<file path="config.mk">
export PLATFORM = sky130hd
export DESIGN_NAME = prbs_tx_gen
export DESIGN_NICKNAME = d
export VERILOG_FILES = /design/src/rtl/bert_pkg.sv /design/src/rtl/prbs_step8.sv /design/src/rtl/prbs_tx_gen.sv
export SDC_FILE = /design/constraint.sdc
export NUM_CORES = 1
export LEC_CHECK = 0
export ABC_AREA = 1
export CORE_ASPECT_RATIO = 2
export CORE_UTILIZATION = 38
export CTS_CLUSTER_DIAMETER = 100
export DETAILED_ROUTE_END_ITERATION = 12
export PLACE_DENSITY_LB_ADDON = 0.05
export SYNTH_ARGS = -nofsm -noshare
export SYNTH_HDL_FRONTEND = slang
export SYNTH_SLANG_ARGS = --single-unit
</file>
<file path="constraint.sdc">
create_clock -name clk -period 6.4 [get_ports clk]
set_clock_uncertainty 0.1 [all_clocks]
set_input_delay 0.96 -clock clk [delete_from_list [all_inputs] [get_ports clk]]
set_output_delay 0.96 -clock clk [all_outputs]
set_load 0.02 [all_outputs]
</file>
<file path="src/rtl/bert_pkg.sv">
// Shared definitions for the BER tester pattern generator and checker.
// Holds LFSR taps, mode/state encodings and small helpers used on both sides of the link.
package bert_pkg;

    localparam int unsigned WORD_W    = 8;
    localparam int unsigned LFSR_W    = 15;
    localparam int unsigned PRBS7_W   = 7;
    localparam int unsigned PERIOD_W  = 16;
    localparam int unsigned INJ_CNT_W = 16;
    localparam int unsigned POP_W     = 4;

    // Feedback taps as bit masks over the 15-bit shift register.
    localparam logic [LFSR_W-1:0]  PRBS7_TAPS  = 15'h0060;
    localparam logic [LFSR_W-1:0]  PRBS15_TAPS = 15'h6000;
    localparam logic [PRBS7_W-1:0] PRBS7_ONES  = 7'h7F;
    localparam logic [LFSR_W-1:0]  PRBS15_ONES = 15'h7FFF;

    typedef enum logic {
        MODE_PRBS7  = 1'b0,
        MODE_PRBS15 = 1'b1
    } prbs_mode_e;

    typedef enum logic [1:0] {
        ST_IDLE  = 2'd0,
        ST_PRIME = 2'd1,
        ST_RUN   = 2'd2,
        ST_DRAIN = 2'd3
    } tx_state_e;

    // Word as it is staged into the output register.
    typedef struct packed {
        logic [WORD_W-1:0] data;
        logic              injected;
        logic [POP_W-1:0]  pop;
    } tx_word_t;

    function automatic logic [POP_W-1:0] popcount8(input logic [WORD_W-1:0] v);
        logic [POP_W-1:0]  c;
        logic [WORD_W-1:0] t;
        c = '0;
        t = v;
        for (int i = 0; i < int'(WORD_W); i++) begin
            c = c + POP_W'(t[0]);
            t = t >> 1;
        end
        return c;
    endfunction

endpackage

</file>
<file path="src/rtl/prbs_step8.sv">
// Combinational eight-step Fibonacci LFSR advance; first generated bit lands in word MSB.
// Also used by the far-end checker as its reference generator.
module prbs_step8
    import bert_pkg::*;
(
    input  prbs_mode_e        mode,
    input  logic [LFSR_W-1:0] state_in,
    output logic [LFSR_W-1:0] state_out,
    output logic [WORD_W-1:0] word
);

    logic [LFSR_W-1:0] taps;
    logic [LFSR_W-1:0] r;
    logic              n;

    assign taps = (mode == MODE_PRBS15) ? PRBS15_TAPS : PRBS7_TAPS;

    // Upper bits are don't-care in PRBS7 mode; the tap mask keeps them out of feedback.
    always_comb begin
        r    = state_in;
        n    = 1'b0;
        word = '0;
        for (int i = 0; i < int'(WORD_W); i++) begin
            n    = ^(r & taps);
            word = {word[WORD_W-2:0], n};
            r    = {r[LFSR_W-2:0], n};
        end
        state_out = r;
    end

endmodule

</file>
<file path="src/rtl/prbs_tx_gen.sv">
// Transmit-side PRBS word source with ready/valid output and deliberate error injection.
// The LFSR steps once per registered word; injected errors never feed back into the LFSR.
module prbs_tx_gen
    import bert_pkg::*;
#(
    parameter int unsigned WIDTH = 8,
    parameter int unsigned CNT_W = 32
) (
    input  logic                 clk,
    input  logic                 rst,
    input  logic                 en,
    input  logic                 mode,
    input  logic                 seed_load,
    input  logic [LFSR_W-1:0]    seed,
    input  logic                 inj_single,
    input  logic [WIDTH-1:0]     inj_mask,
    input  logic [PERIOD_W-1:0]  inj_period,
    output logic                 out_valid,
    input  logic                 out_ready,
    output logic [WIDTH-1:0]     out_data,
    output logic [CNT_W-1:0]     word_count,
    output logic [INJ_CNT_W-1:0] inj_count,
    output logic                 busy
);

    localparam int unsigned INJ_SUM_W = INJ_CNT_W + 1;

    tx_state_e             state;
    tx_state_e             state_nxt;
    prbs_mode_e            mode_q;
    logic [LFSR_W-1:0]     lfsr;
    logic [LFSR_W-1:0]     lfsr_step;
    logic [WORD_W-1:0]     prbs_word;
    logic [PERIOD_W-1:0]   pcnt;
    logic                  armed;
    logic                  out_inj;
    logic [POP_W-1:0]      out_pop;

    logic                  accept_c;
    logic                  load_word_c;
    logic                  drop_valid_c;
    logic                  seed_take_c;
    logic                  period_hit_c;
    logic                  inject_c;
    logic [LFSR_W-1:0]     seed_eff_c;
    tx_word_t              tx_nxt_c;
    logic [INJ_SUM_W-1:0]  inj_sum_c;
    logic [WORD_W-1:0]     mask_c;

    prbs_step8 u_step (
        .mode      (mode_q),
        .state_in  (lfsr),
        .state_out (lfsr_step),
        .word      (prbs_word)
    );

    // Next-state and control strobes.
    always_comb begin
        state_nxt    = state;
        load_word_c  = 1'b0;
        drop_valid_c = 1'b0;
        accept_c     = out_valid && out_ready;
        seed_take_c  = 1'b0;
        case (state)
            ST_IDLE: begin
                seed_take_c = seed_load;
                if (en) begin
                    state_nxt = ST_PRIME;
                end
            end
            ST_PRIME: begin
                load_word_c = 1'b1;
                state_nxt   = ST_RUN;
            end
            ST_RUN: begin
                if (accept_c) begin
                    if (en) begin
                        load_word_c = 1'b1;
                    end else begin
                        drop_valid_c = 1'b1;
                        state_nxt    = ST_IDLE;
                    end
                end else if (!en) begin
                    state_nxt = ST_DRAIN;
                end
            end
            ST_DRAIN: begin
                if (accept_c) begin
                    drop_valid_c = 1'b1;
                    state_nxt    = ST_IDLE;
                end
            end
            default: begin
                state_nxt = ST_IDLE;
            end
        endcase
    end

    // Seed selection: an all-zero seed in the active width would lock the LFSR.
    always_comb begin
        seed_eff_c = seed;
        if (prbs_mode_e'(mode) == MODE_PRBS15) begin
            if (seed == '0) begin
                seed_eff_c = PRBS15_ONES;
            end
        end else begin
            seed_eff_c = LFSR_W'(seed[PRBS7_W-1:0]);
            if (seed[PRBS7_W-1:0] == '0) begin
                seed_eff_c = LFSR_W'(PRBS7_ONES);
            end
        end
    end

    // Injection decision and staged output word.
    always_comb begin
        mask_c       = WORD_W'(inj_mask);
        period_hit_c = (inj_period != '0) && (pcnt == inj_period - PERIOD_W'(1));
        inject_c     = armed || period_hit_c;
        tx_nxt_c.data     = inject_c ? (prbs_word ^ mask_c) : prbs_word;
        tx_nxt_c.injected = inject_c;
        tx_nxt_c.pop      = popcount8(mask_c);
        inj_sum_c         = {1'b0, inj_count} + INJ_SUM_W'(out_pop);
    end

    always_ff @(posedge clk) begin
        if (rst) begin
            state      <= ST_IDLE;
            mode_q     <= MODE_PRBS7;
            lfsr       <= PRBS15_ONES;
            pcnt       <= '0;
            armed      <= 1'b0;
            out_valid  <= 1'b0;
            out_data   <= '0;
            out_inj    <= 1'b0;
            out_pop    <= '0;
            word_count <= '0;
            inj_count  <= '0;
            busy       <= 1'b0;
        end else begin
            state <= state_nxt;
            busy  <= (state_nxt != ST_IDLE);

            if (seed_take_c) begin
                lfsr       <= seed_eff_c;
                mode_q     <= prbs_mode_e'(mode);
                word_count <= '0;
                pcnt       <= '0;
            end

            if (load_word_c) begin
                lfsr      <= lfsr_step;
                out_valid <= 1'b1;
                out_data  <= WIDTH'(tx_nxt_c.data);
                out_inj   <= tx_nxt_c.injected;
                out_pop   <= tx_nxt_c.pop;
                pcnt      <= period_hit_c ? '0 : pcnt + PERIOD_W'(1);
            end else if (drop_valid_c) begin
                out_valid <= 1'b0;
            end

            if (accept_c) begin
                word_count <= word_count + CNT_W'(1);
                if (out_inj) begin
                    inj_count <= inj_sum_c[INJ_CNT_W] ? '1 : inj_sum_c[INJ_CNT_W-1:0];
                end
            end

            // A pending arm is consumed by the next registered word; re-arming while armed is a no-op.
            if (inj_single && !armed) begin
                armed <= 1'b1;
            end else if (load_word_c && armed) begin
                armed <= 1'b0;
            end
        end
    end

endmodule

</file>
==> impl_metrics.tcl <==
# implementation run metrics
set metrics [dict create \
    cp-end-kind "flop" \
    gr-total-overflow 0 \
    powerDensity_nw_per_um2 190.5 \
    hold_violations 0 \
    ys_ff 98 \
    num_rows 65 \
    maxClockFrequency_mhz 269.2 \
    initCoreUtil_pct 38.93 \
    dpl_cell_area_sq_um 7330 \
    async_reset_ff_share_pct 0 \
    num_vias 6229 \
    cts_sinks 98 \
    area_leaders "dfxtp_1 32%, nand2_1 14%, inv_1 7.0%, nor2_1 6.2%, nand3_1 5.0%" \
    register_area_sq_um 1962 \
    hpwl_microns 13050 \
    synth.cell_area_sq_um 6142 \
    grt_pass1_vias 6217 \
    hold_path_class "flop to flop" \
    finalCritPeriodShare_pct 58.04 \
    portBuffers 103 \
    netlist_instances 926 \
    nNetsFinal 1083 \
    grt_pass1_wl_microns 29130 \
    antenna_left 0 \
    openroad.warnings 30 \
    gp_congestion 0.8074 \
    status "completed" \
    grt_max_degree 52 \
    yosysCellCount 926 \
    drive_above_1_share_pct 5.088 \
    drv_slew 0 \
    grt_use_total_pct 21.87 \
    cts_tree "yes" \
    power_leakage_nw 2.942 \
    drt_first_iter_violations 245 \
    ys_types 51 \
    cts-root-buf "clkbuf_16" \
    numCtsBuffers 9 \
    setup_violations 0 \
    ios 104 \
    cts.path.max_buffers 2 \
]
[kinds of logic after synthesis]
family | Yosys count | share of synthesized area (%)
and+or+nand+nor | 464 | 33.00
xor gates and xnor gates | 41 | 5.846
adders and majority gates | 20 | 4.685
AOI/OAI and AO/OA | 156 | 14.99
DFF | 98 | 31.94
muxes | 2 | 0.3259
buffers and inverters | 145 | 9.208
[state kept, by name, indices dropped and copies added, names as in the netlist, 2 cells and up]
name	cells
word_count	32
out_data	8
lfsr	15
out_pop	4
inj_count	16
pcnt	16
state	2
[path summary, 6_finish.rpt]
| check | startpoint | end | cells after the start |
|---|---|---|---|
| worst min register to register | pcnt[4]$_SDFFE_PP0P_ | pcnt[4]$_SDFFE_PP0P_ | 2 |
| worst max-delay path | inj_mask[0] | out_pop[1]$_SDFFE_PP0P_ | 10 |
| worst max register to register | state[0]$_SDFF_PP0_ | pcnt[9]$_SDFFE_PP0P_ | 10 |
| worst min-delay path | pcnt[4]$_SDFFE_PP0P_ | pcnt[4]$_SDFFE_PP0P_ | 2 |
[final cells by class]
type                       instances  share of cell area, %
clock buffer                      10                  3.138
clock inverter                     6                 0.6243
inverter                         118                  5.816
multi-input combinational        683                  47.49
sequential                        98                  25.76
tap                              201                  3.302
timing repair buffer             107                  13.87
[layout by cell type, fill, tap and decap left out, types with 20 or more instances in the layout]
| cell | instances |
|---|---|
| o21ai_0 | 52 |
| dfxtp_1 | 98 |
| nand3_1 | 61 |
| nand2_1 | 228 |
| nor2_1 | 100 |
| inv_1 | 115 |
| nand4_1 | 21 |
| clkdlybuf4s50_1 | 102 |
| a21oi_1 | 59 |
| xnor2_1 | 20 |
| xor2_1 | 21 |
[report_power, final]
group / internal [mW] / switching (mW)
clock network: 0.279 / 0.260
logic: 0.105 / 0.152
registers: 0.631 / 0.0235
[stage by stage]
step           power, mW  std cells  utilization [%]  hold slack [ps]  setup slack, ps
2_1_floorplan     0.8306        926                -            345.3             2894
3_3_place_gp      0.9264       1207            46.46            352.2             2353
3_5_place_dp      0.9274       1207            46.46            358.4             2318
4_1_cts            1.475       1223            48.27            369.4             2700
5_1_grt            1.526       1223            48.27            384.7             2568
6_report           1.451       1223            48.27            367.4             2685
[worst max-delay path, cell delays in order]
cell and delay (ps):
clkdlybuf4s50_1 460, fa_1 550, inv_1 50, fa_1 440, fa_1 500, inv_1 40
ha_1 200, fa_1 420, o21ai_0 160, a21oi_1 50
[metal layers]
metal	wire length, microns	part of all wire [%]	track usage [%]
met5	0	0	0
met4	431	2.5	8.563
met3	546	3.1	4.146
met2	9620	55	41.79
met1	6883	39	22.89
### Floorplan with the power grid

Bar = 20 microns. Pins as bars on the die edge.
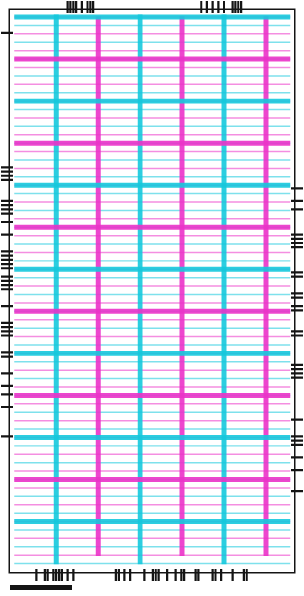
| colour | net |
|---|---|
| cyan | VSS |
| magenta | VDD |
rows: 65
met4 straps: 6

### Cell classes on the final placement

Bar = 20 microns.
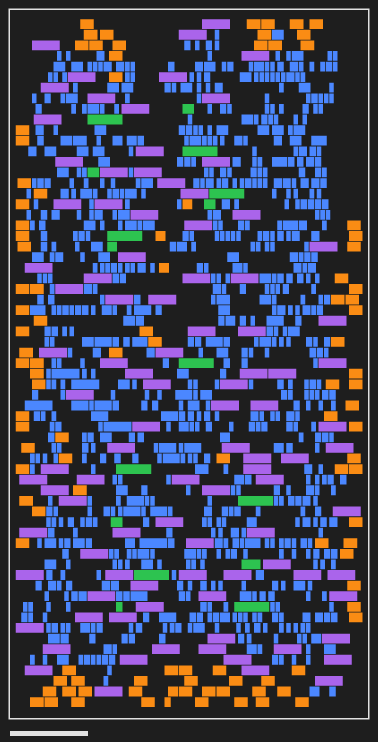
| colour | class | cells |
|---|---|---|
| purple | registers | 98 |
| green | clock drivers and dummy loads | 16 |
| orange | remaining buffers and delay cells | 107 |
| blue | remaining logic cells | 801 |

### Clock distribution

Bar = 20 microns.
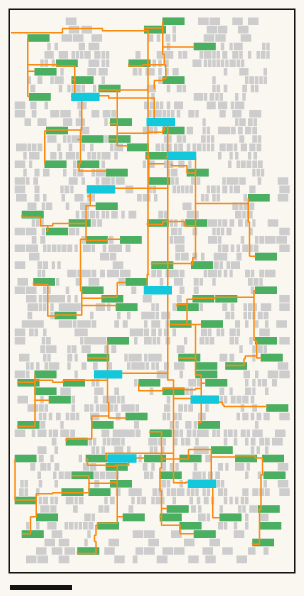
[orange] clock wires | length: 1470 microns
[green] flip-flops | count: 98
[cyan] clock-net drivers | count: 9
flops lie: all over the die

### Routed metal, one colour a layer

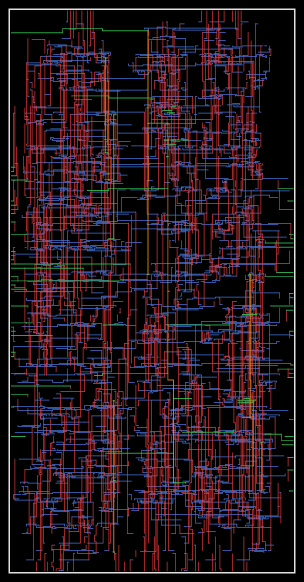
| colour | layer | wire length |
|---|---|---|
| green | M3 | 546 microns |
| orange | M4 | 432 microns |
| red | M2 | 9620 microns |
| blue | M1 | 6880 microns |

### Routing congestion map

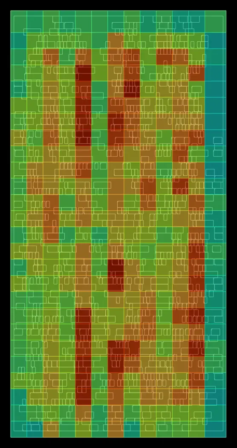
GR met1 Demand/Resource: 22.89%
met3 usage: 4.146%

Power figures rest on the tool's default switching activity, not on a simulated workload.
